===== config.mk =====
export PLATFORM = sky130hd
export DESIGN_NAME = serial_addsub
export DESIGN_NICKNAME = d
export VERILOG_FILES = /design/src/rtl/serial_addsub.sv
export SDC_FILE = /design/constraint.sdc
export NUM_CORES = 1
export LEC_CHECK = 0
export ABC_AREA = 0
export CAP_MARGIN = 20
export CORE_AREA = 2 2 48 50
export CTS_BUF_LIST = sky130_fd_sc_hd__clkbuf_4
export DETAILED_ROUTE_END_ITERATION = 6
export DIE_AREA = 0 0 50 52
export HOLD_SLACK_MARGIN = 0.12
export PLACE_DENSITY = 0.83
export SLEW_MARGIN = 20
export SYNTH_ARGS = -nofsm -noshare
export SYNTH_HDL_FRONTEND = slang
export SYNTH_SLANG_ARGS = --single-unit
export TNS_END_PERCENT = 30

===== constraint.sdc =====
create_clock -name clk -period 4.8 [get_ports clk]
set_clock_uncertainty 0.1 [all_clocks]
set_input_delay 0.48 -clock clk [delete_from_list [all_inputs] [get_ports clk]]
set_output_delay 0.48 -clock clk [all_outputs]
set_load 0.02 [all_outputs]

===== src/rtl/serial_addsub.sv =====
// ---------------------------------------------------------------------------
// serial_addsub
//
// Bit-serial adder/subtractor. Operands arrive LSB first, one bit pair per
// accepted cycle. Each accepted bit produces a registered result bit one
// cycle later, and the result word is also assembled in parallel in `sum`.
// After WIDTH bits the block pulses `done` for one cycle. It reports the
// final carry in `cout` and the signed overflow in `overflow`.
//
// Configuration macro: SERIAL_ADDSUB_SUB_EN
//   defined   -> `sub` port exists. sub=1 computes A-B as A + ~B + 1.
//   undefined -> no `sub` port. The block only adds.
//
// Ports
//   clk        in   clock, rising edge
//   rst_n      in   asynchronous reset, active low
//   start      in   begin a word (sampled in IDLE only)
//   in_valid   in   a_bit/b_bit valid
//   a_bit      in   operand A bit, LSB first
//   b_bit      in   operand B bit, LSB first
//   sub        in   1 = A-B, 0 = A+B (only with SERIAL_ADDSUB_SUB_EN)
//   in_ready   out  bit accepted when in_valid & in_ready (high in RUN)
//   s_bit      out  registered result bit
//   s_valid    out  one-cycle pulse per accepted bit, 1 cycle after accept
//   sum        out  parallel result, held until the next start
//   cout       out  final carry (add) / not-borrow (sub)
//   overflow   out  signed two's-complement overflow
//   done       out  one-cycle pulse when the word completes
//   busy       out  high in RUN and DONE
//   state_dbg  out  current FSM state (0=IDLE, 1=RUN, 2=DONE)
//
// Handshake: a bit transfers on a rising edge where in_valid & in_ready are
// both high. in_ready does not depend on in_valid. Bits presented while
// in_ready is low are ignored.
// ---------------------------------------------------------------------------
module serial_addsub #(
    parameter int WIDTH = 8
) (
    input  logic             clk,
    input  logic             rst_n,
    input  logic             start,
    input  logic             in_valid,
    input  logic             a_bit,
    input  logic             b_bit,
`ifdef SERIAL_ADDSUB_SUB_EN
    input  logic             sub,
`endif
    output logic             in_ready,
    output logic             s_bit,
    output logic             s_valid,
    output logic [WIDTH-1:0] sum,
    output logic             cout,
    output logic             overflow,
    output logic             done,
    output logic             busy,
    output logic [1:0]       state_dbg
);

    localparam int CW = (WIDTH > 1) ? $clog2(WIDTH) : 1;
    localparam logic [CW-1:0] LAST = CW'(WIDTH - 1);

    typedef enum logic [1:0] {
        IDLE = 2'd0,
        RUN  = 2'd1,
        DONE = 2'd2
    } state_t;

    state_t           state_q, state_d;
    logic [CW-1:0]    cnt_q, cnt_d;
    logic             carry_q, carry_d;
    logic             mode_q, mode_d;
    logic             s_bit_q, s_bit_d;
    logic             s_valid_q, s_valid_d;
    logic [WIDTH-1:0] sum_q, sum_d;
    logic             cout_q, cout_d;
    logic             overflow_q, overflow_d;
    logic             done_q, done_d;

    logic             mode_in;
    logic             b_eff;
    logic             s_now;
    logic             carry_now;

`ifdef SERIAL_ADDSUB_SUB_EN
    assign mode_in = sub;
`else
    assign mode_in = 1'b0;
`endif

    // Subtraction inverts B. The +1 comes from the carry preset at start.
    assign b_eff     = b_bit ^ mode_q;
    assign s_now     = a_bit ^ b_eff ^ carry_q;
    assign carry_now = (a_bit & b_eff) | (a_bit & carry_q) | (b_eff & carry_q);

    always_comb begin
        state_d    = state_q;
        cnt_d      = cnt_q;
        carry_d    = carry_q;
        mode_d     = mode_q;
        s_bit_d    = 1'b0;
        s_valid_d  = 1'b0;
        sum_d      = sum_q;
        cout_d     = cout_q;
        overflow_d = overflow_q;
        done_d     = 1'b0;

        case (state_q)
            IDLE: begin
                if (start) begin
                    state_d = RUN;
                    cnt_d   = '0;
                    sum_d   = '0;
                    mode_d  = mode_in;
                    carry_d = mode_in;
                end
            end
            RUN: begin
                if (in_valid) begin
                    s_bit_d      = s_now;
                    s_valid_d    = 1'b1;
                    sum_d[cnt_q] = s_now;
                    carry_d      = carry_now;
                    if (cnt_q == LAST) begin
                        // carry_q is the carry into the MSB here. Overflow is
                        // when it differs from the carry out of the MSB.
                        state_d    = DONE;
                        done_d     = 1'b1;
                        cout_d     = carry_now;
                        overflow_d = carry_q ^ carry_now;
                    end else begin
                        cnt_d = cnt_q + 1'b1;
                    end
                end
            end
            DONE: begin
                state_d = IDLE;
            end
            default: begin
                state_d = IDLE;
            end
        endcase
    end

    always_ff @(posedge clk or negedge rst_n) begin
        if (!rst_n) begin
            state_q    <= IDLE;
            cnt_q      <= '0;
            carry_q    <= 1'b0;
            mode_q     <= 1'b0;
            s_bit_q    <= 1'b0;
            s_valid_q  <= 1'b0;
            sum_q      <= '0;
            cout_q     <= 1'b0;
            overflow_q <= 1'b0;
            done_q     <= 1'b0;
        end else begin
            state_q    <= state_d;
            cnt_q      <= cnt_d;
            carry_q    <= carry_d;
            mode_q     <= mode_d;
            s_bit_q    <= s_bit_d;
            s_valid_q  <= s_valid_d;
            sum_q      <= sum_d;
            cout_q     <= cout_d;
            overflow_q <= overflow_d;
            done_q     <= done_d;
        end
    end

    assign in_ready  = (state_q == RUN);
    assign busy      = (state_q == RUN) || (state_q == DONE);
    assign state_dbg = state_q;
    assign s_bit     = s_bit_q;
    assign s_valid   = s_valid_q;
    assign sum       = sum_q;
    assign cout      = cout_q;
    assign overflow  = overflow_q;
    assign done      = done_q;

endmodule

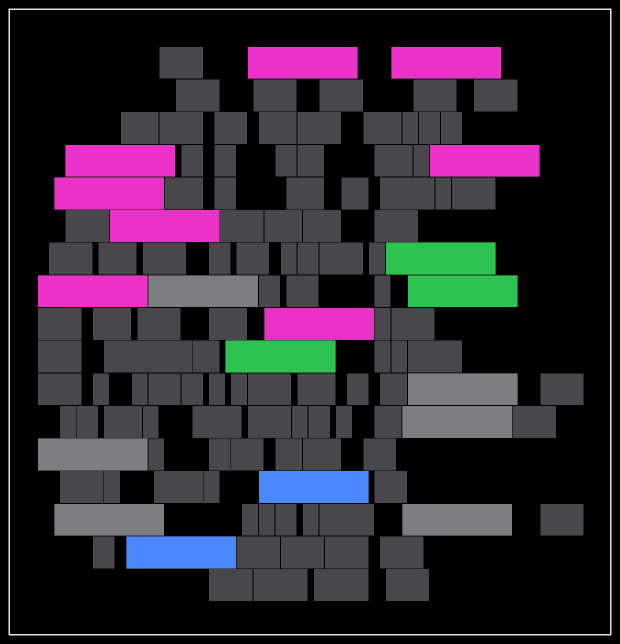
registers.png
(12 px per um)
Key: green = cnt_q [flops 3]; blue = state_dbg [flops 2]; magenta = sum [flops 8]

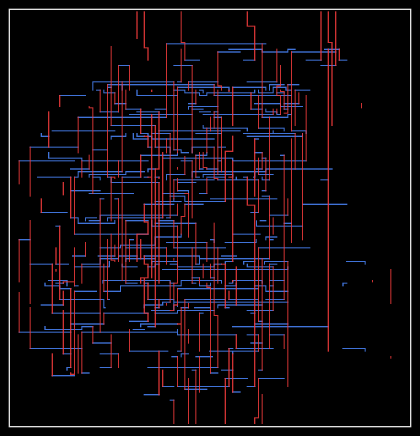
metal_stack.png
(8 px per um) Only two layers are drawn.
Key: red = met2 [wire length 1020 um]; blue = met1 [wire length 956 um]

==> impl_metrics.env <==
# yosys + openroad results
export IMPL_power_density_nw_per_um2=513.1
export IMPL_period_used=0.5039
export IMPL_n_tap_cell=28
export IMPL_drv_cap=0
export IMPL_p_leak_nw=0.6725
export IMPL_synthTopCellsByCount="dfrtp_1 (19), inv_1 (9), nand2_1 (9), a211o_1 (8)"
export IMPL_ys_chip_area_sq_um=1111
export IMPL_worstSetupPathType="reg -> out"
export IMPL_ys_ff=19
export IMPL_fp_util=0.5276
export IMPL_via_per_inst=5.647
export IMPL_vias=864
export IMPL_drt_iter0_markers=30
export IMPL_timing_critical_path_cells="inv_1, ha_1, clkdlybuf4s50_1"
export IMPL_dp_cells=149
export IMPL_layout_cells_most_common="clkdlybuf4s50_1"
export IMPL_synthesis_area_sq_um=1111
export IMPL_cp_depth=3
export IMPL_post_drt_wl_per_cell_um=13.70
export IMPL_antenna_found_initial=0
export IMPL_syn_to_final_growth_pct=18.36
export IMPL_rr_worst_depth=5
export IMPL_drc=0
export IMPL_cts_setup_buffers=0
export IMPL_synthXorXnorAreaFrac=0.007883
export IMPL_critPathCapture="in_ready"
export IMPL_wirelength_um=2096
export IMPL_hold_slack_ns=0.4055
export IMPL_comb_share=0.3977
export IMPL_gr_max_usage_layer="met2"
export IMPL_grt_pass1_wl_um=3643
export IMPL_cp_required_ns=4.22
export IMPL_p_clk_frac=0.121
export IMPL_seq_cells=19
export IMPL_ys_seq_share=0.4279
export IMPL_chipArea_sq_um=2600
export IMPL_clockBufferDepth=2
export IMPL_reg2reg_from="cnt_q[0]"
export IMPL_internal_power_mw=0.3859
export IMPL_grt_use_met2=0.3026
export IMPL_status="complete, no violations"
export IMPL_wl_met2_um=1024
export IMPL_top_cell_area_share=0.4279
export IMPL_stdcell_area_sq_um=1315
